## config.mk

```make
export PLATFORM = sky130hd
export DESIGN_NAME = round_robin_arbiter
export DESIGN_NICKNAME = d
export VERILOG_FILES = /design/src/rtl/round_robin_arbiter.sv
export SDC_FILE = /design/constraint.sdc
export NUM_CORES = 1
export LEC_CHECK = 0
export CORE_ASPECT_RATIO = 1.25
export CORE_MARGIN = 2
export CORE_UTILIZATION = 35
export CTS_CLUSTER_DIAMETER = 50
export DETAILED_ROUTE_END_ITERATION = 8
export PLACE_DENSITY = 0.63
export SKIP_CTS_REPAIR_TIMING = 1
export SLEW_MARGIN = 25
export SYNTH_ARGS = -nofsm -noshare
export SYNTH_HDL_FRONTEND = slang
export SYNTH_SLANG_ARGS = --single-unit
```

## constraint.sdc

```tcl
create_clock -name clock -period 3.8 [get_ports clock]
set_input_delay 0.76 -clock clock [delete_from_list [all_inputs] [get_ports clock]]
set_output_delay 0.76 -clock clock [all_outputs]
set_load 0.02 [all_outputs]
```

## src/rtl/round_robin_arbiter.sv

```systemverilog
// round_robin_arbiter: grants one of N requesters the shared sequence-detector datapath in rotating priority.
// Define ARB_TIMEOUT_EN to force release after MAX_HOLD granted cycles and pulse timeout.
module round_robin_arbiter #(
  parameter int N = 4,
  parameter int MAX_HOLD = 8,
  localparam int IW = (N > 1) ? $clog2(N) : 1
) (
  input  logic          clock,
  input  logic          reset_n,
  input  logic [N-1:0]  req,
  input  logic [N-1:0]  done,
  output logic [N-1:0]  grant,
  output logic [IW-1:0] grant_id,
  output logic          busy,
  output logic          timeout
);
  typedef enum logic [1:0] {IDLE, GRANT, RELEASE} state_t;
  if (N < 1 || N > 16 || MAX_HOLD < 2 || MAX_HOLD > 255) begin : g_bad_cfg
    $error("round_robin_arbiter: N or MAX_HOLD out of range");
  end
  state_t state;
  logic [IW-1:0] ptr;
  logic [IW:0] arb;
  logic hit_done, keep, rel;
  // {found, index} of the first requester at or after p, wrapping
  function automatic logic [IW:0] pick(input logic [N-1:0] r, input logic [IW-1:0] p);
    logic [IW:0] res;
    logic [IW-1:0] j;
    res = '0;
    for (int i = N - 1; i >= 0; i--) begin
      j = IW'((int'(p) + i) % N);
      if (r[j]) res = {1'b1, j};
    end
    return res;
  endfunction
  assign arb = pick(req, ptr);
  assign hit_done = |(grant & done);
  assign keep = |(grant & req);
`ifdef ARB_TIMEOUT_EN
  logic [7:0] hold;
  logic expire;
  assign expire = hold == 8'(MAX_HOLD - 1);
  assign rel = hit_done | ~keep | expire;
  always_ff @(posedge clock or negedge reset_n)
    if (!reset_n) begin
      hold <= 8'd0;
      timeout <= 1'b0;
    end else begin
      hold <= (state == GRANT) ? hold + 8'd1 : 8'd0;
      timeout <= (state == GRANT) & expire & ~hit_done & keep;
    end
`else
  assign rel = hit_done | ~keep;
  assign timeout = 1'b0;
`endif
  always_ff @(posedge clock or negedge reset_n)
    if (!reset_n) begin
      state <= IDLE;
      grant <= '0;
      grant_id <= '0;
      busy <= 1'b0;
      ptr <= '0;
    end else if (state == GRANT) begin
      if (rel) begin
        state <= RELEASE;
        grant <= '0;
        grant_id <= '0;
        busy <= 1'b0;
        ptr <= (int'(grant_id) == N - 1) ? '0 : grant_id + 1'b1;
      end
    end else if (arb[IW]) begin
      state <= GRANT;
      grant <= N'(1) << arb[IW-1:0];
      grant_id <= arb[IW-1:0];
      busy <= 1'b1;
    end else begin
      state <= IDLE;
    end
endmodule

```

Placement by cell class:
Scale: 8 px per micron. Fill, decap, tap and diode cells in gray.
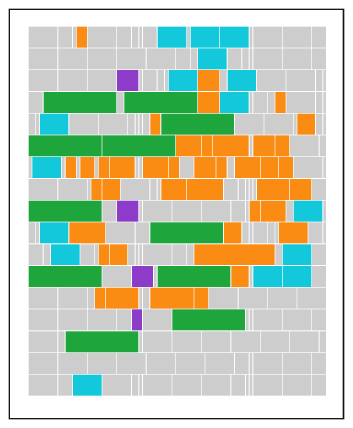
all other logic: drawn in orange, cells 41, share of their area 40%. flip-flops: drawn in green, cells 11, share of their area 36%. other buffers and delay cells: drawn in cyan, cells 16, share of their area 21%. clock drivers and dummy loads: drawn in purple, cells 4, share of their area 3.4%.
placement row count: 17
Seq area share: 34.8%
total core area: 1720 sq um

Clock nets:
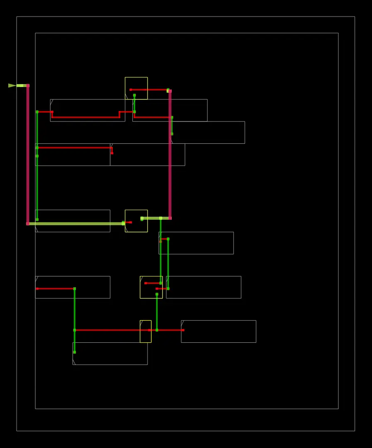
clock buf count: 4
clock latency on the worst-skew pair: 0.27 ns
Setup Skew: 0.00492 ns
flip-flops: 11
power in the clock group: 0.0000780 W

Routed clock nets over the placement:
Scale: 12 px per micron.
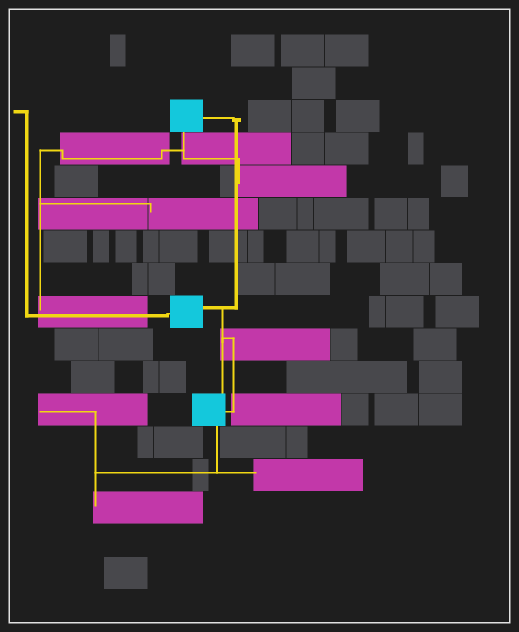
clock wires: drawn in yellow, length 150 microns. flip-flops: drawn in magenta, count 11. cells driving clock nets: drawn in cyan, count 3.
There are 4 routed clock nets.
share of power burned in the clock network: 12.0%

Cell area per tile:
Scale: 6 px per micron. The die is cut into 8 by 10 equal tiles; black is low, pale yellow is high, 0 to 100% covered.
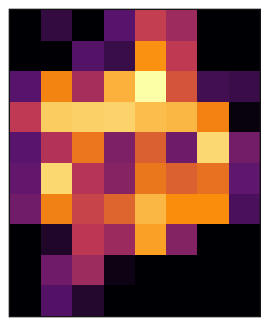
The densest ninth of the die: middle. 28% of the tiles are nearly empty. The emptiest ninth of the die: bottom right. 18% of the tiles are over 75% full.
Core Util, Final: 45.9%
floorplan-stage core utilization: 35.9%

==> GITHUB_STEP_SUMMARY <==
## PnR job results

| Metric | Value |
|---|---|
| Number of clock sinks | 11 |
| Proportion of netlist area held by the largest area contributor | 44.5% |
| Slew @ Worst Pin | 0.632 ns |
| Antenna cells | 0 |
| Dominant flop cell | dfrtp_1 |
| Worst-case hold path end point | busy |
| Type of the tightest min-delay check | reg -> reg |
| Time the worst path needs with I/O delays and setup | 2.38 ns |
| Final count of pins violating max slew | 0 |
| Switching Share | 40.9% |
| Area Growth Syn to Fin | 27.9% |
| RR Endpoint | ptr[0] |
| Die Ht | 51.0 microns |
| Sum of buffers and inverters on the critical path | 1 |
| Worst setup path endpoint | ptr[0] |
| Path length in cells of the critical path | 5 |
| CP Launch Point | req[3] |
| Dominant cells by area after synthesis | dfrtp_1 45%, o32ai_1 5.7%, nand2_1 4.9% |
| Critical Path End Type | flip-flop |
| Share of the yosys chip area belonging to registers | 44.5% |
| Fill count | 156 |
| Tool Warnings | 26 |
| Critical Path Source Type | primary input |
| Cell total in the yosys stat output | 56 |
| # H-tree levels | 1 |
| Data required time at the worst endpoint | 3.95 ns |
| Tally of max-capacitance violations | 0 |
| Worst hold slack | 0.555 ns |
| Maximum number of pins on one net before global-route repair | 14 |
| Average via count per standard cell | 5.51 |
| Combinational Area | 298 sq um |
| Run status | complete, no violations |
| Gate count of the mapped netlist | 56 |
| Register Area | 275 sq um |
| Worst r2r src | grant[2] |
| Total iterations of the first detailed-routing run | 4 |
| Global placement routability congestion | 0.779 |
| I/O pin count | 18 |
| Layout Nets | 84 |
| Routed WL | 1.30 mm |
| Largest stage delay, worst path | 0.57 ns |
## placed cells by master (no fill, tap or decap), drive strengths merged, types with 3 or more instances in the layout
| cell type | synthesis | layout |
|---|---|---|
| o22ai | 3 | 3 |
| a22oi | 4 | 4 |
| dfrtp | 11 | 11 |
| nand2 | 8 | 8 |
| o32ai | 4 | 4 |
| clkbuf | 0 | 4 |
| clkdlybuf4s50 | 0 | 16 |
| a21oi | 3 | 3 |
## sequential cells by signal (all words and copies together) (netlist names)
register and flops:
grant 4, state 2, ptr 2, busy 1
grant_id 2
## cells by family (layout without fill, tap and decap cells)
family,count (synthesis),after routing,synth area share [%]
buffers and inverters,6,22,7.29
AND-OR/OR-AND,22,22,31.2
multiplexers,3,3,5.87
other,1,1,0.607
flip-flops,11,11,44.5
adder cells (fa/ha/maj),1,1,2.02
AND/OR/NAND/NOR,12,12,8.50
## through the flow
step / std cells / instance area (sq um) / worst slack, ns / total power, W
final: 91 / 791 / 1.42 / 0.000648
after global routing: 91 / 791 / 1.34 / 0.000695
after CTS: 91 / 791 / 1.43 / 0.000655
after detailed placement: 87 / 764 / 1.17 / 0.000571
after global placement: 87 / 764 / 1.20 / 0.000570
after floorplan: 56 / 618 / 1.93 / 0.000475
## final cells by class
| class | instances | share of cell area, % |
|---|---|---|
| sequential | 11 | 34.8 |
| clock buffer | 4 | 3.32 |
| multi-input combinational | 39 | 37.7 |
| inverter | 2 | 0.949 |
| timing repair buffer | 16 | 20.3 |
| tap | 19 | 3.01 |
## metal layers
metal | track usage, % | part of all wire (%) | wire length [microns] | vias up
met4 | 11.8 | 2.5 | 32 | 0
li1 | - | - | - | 246
met3 | 3.89 | 6.2 | 81 | 4
met5 | 0 | 0 | 0 | -
met1 | 16.0 | 45 | 581 | 232
met2 | 20.8 | 47 | 607 | 19
Power is estimated from default activity; no workload was simulated.
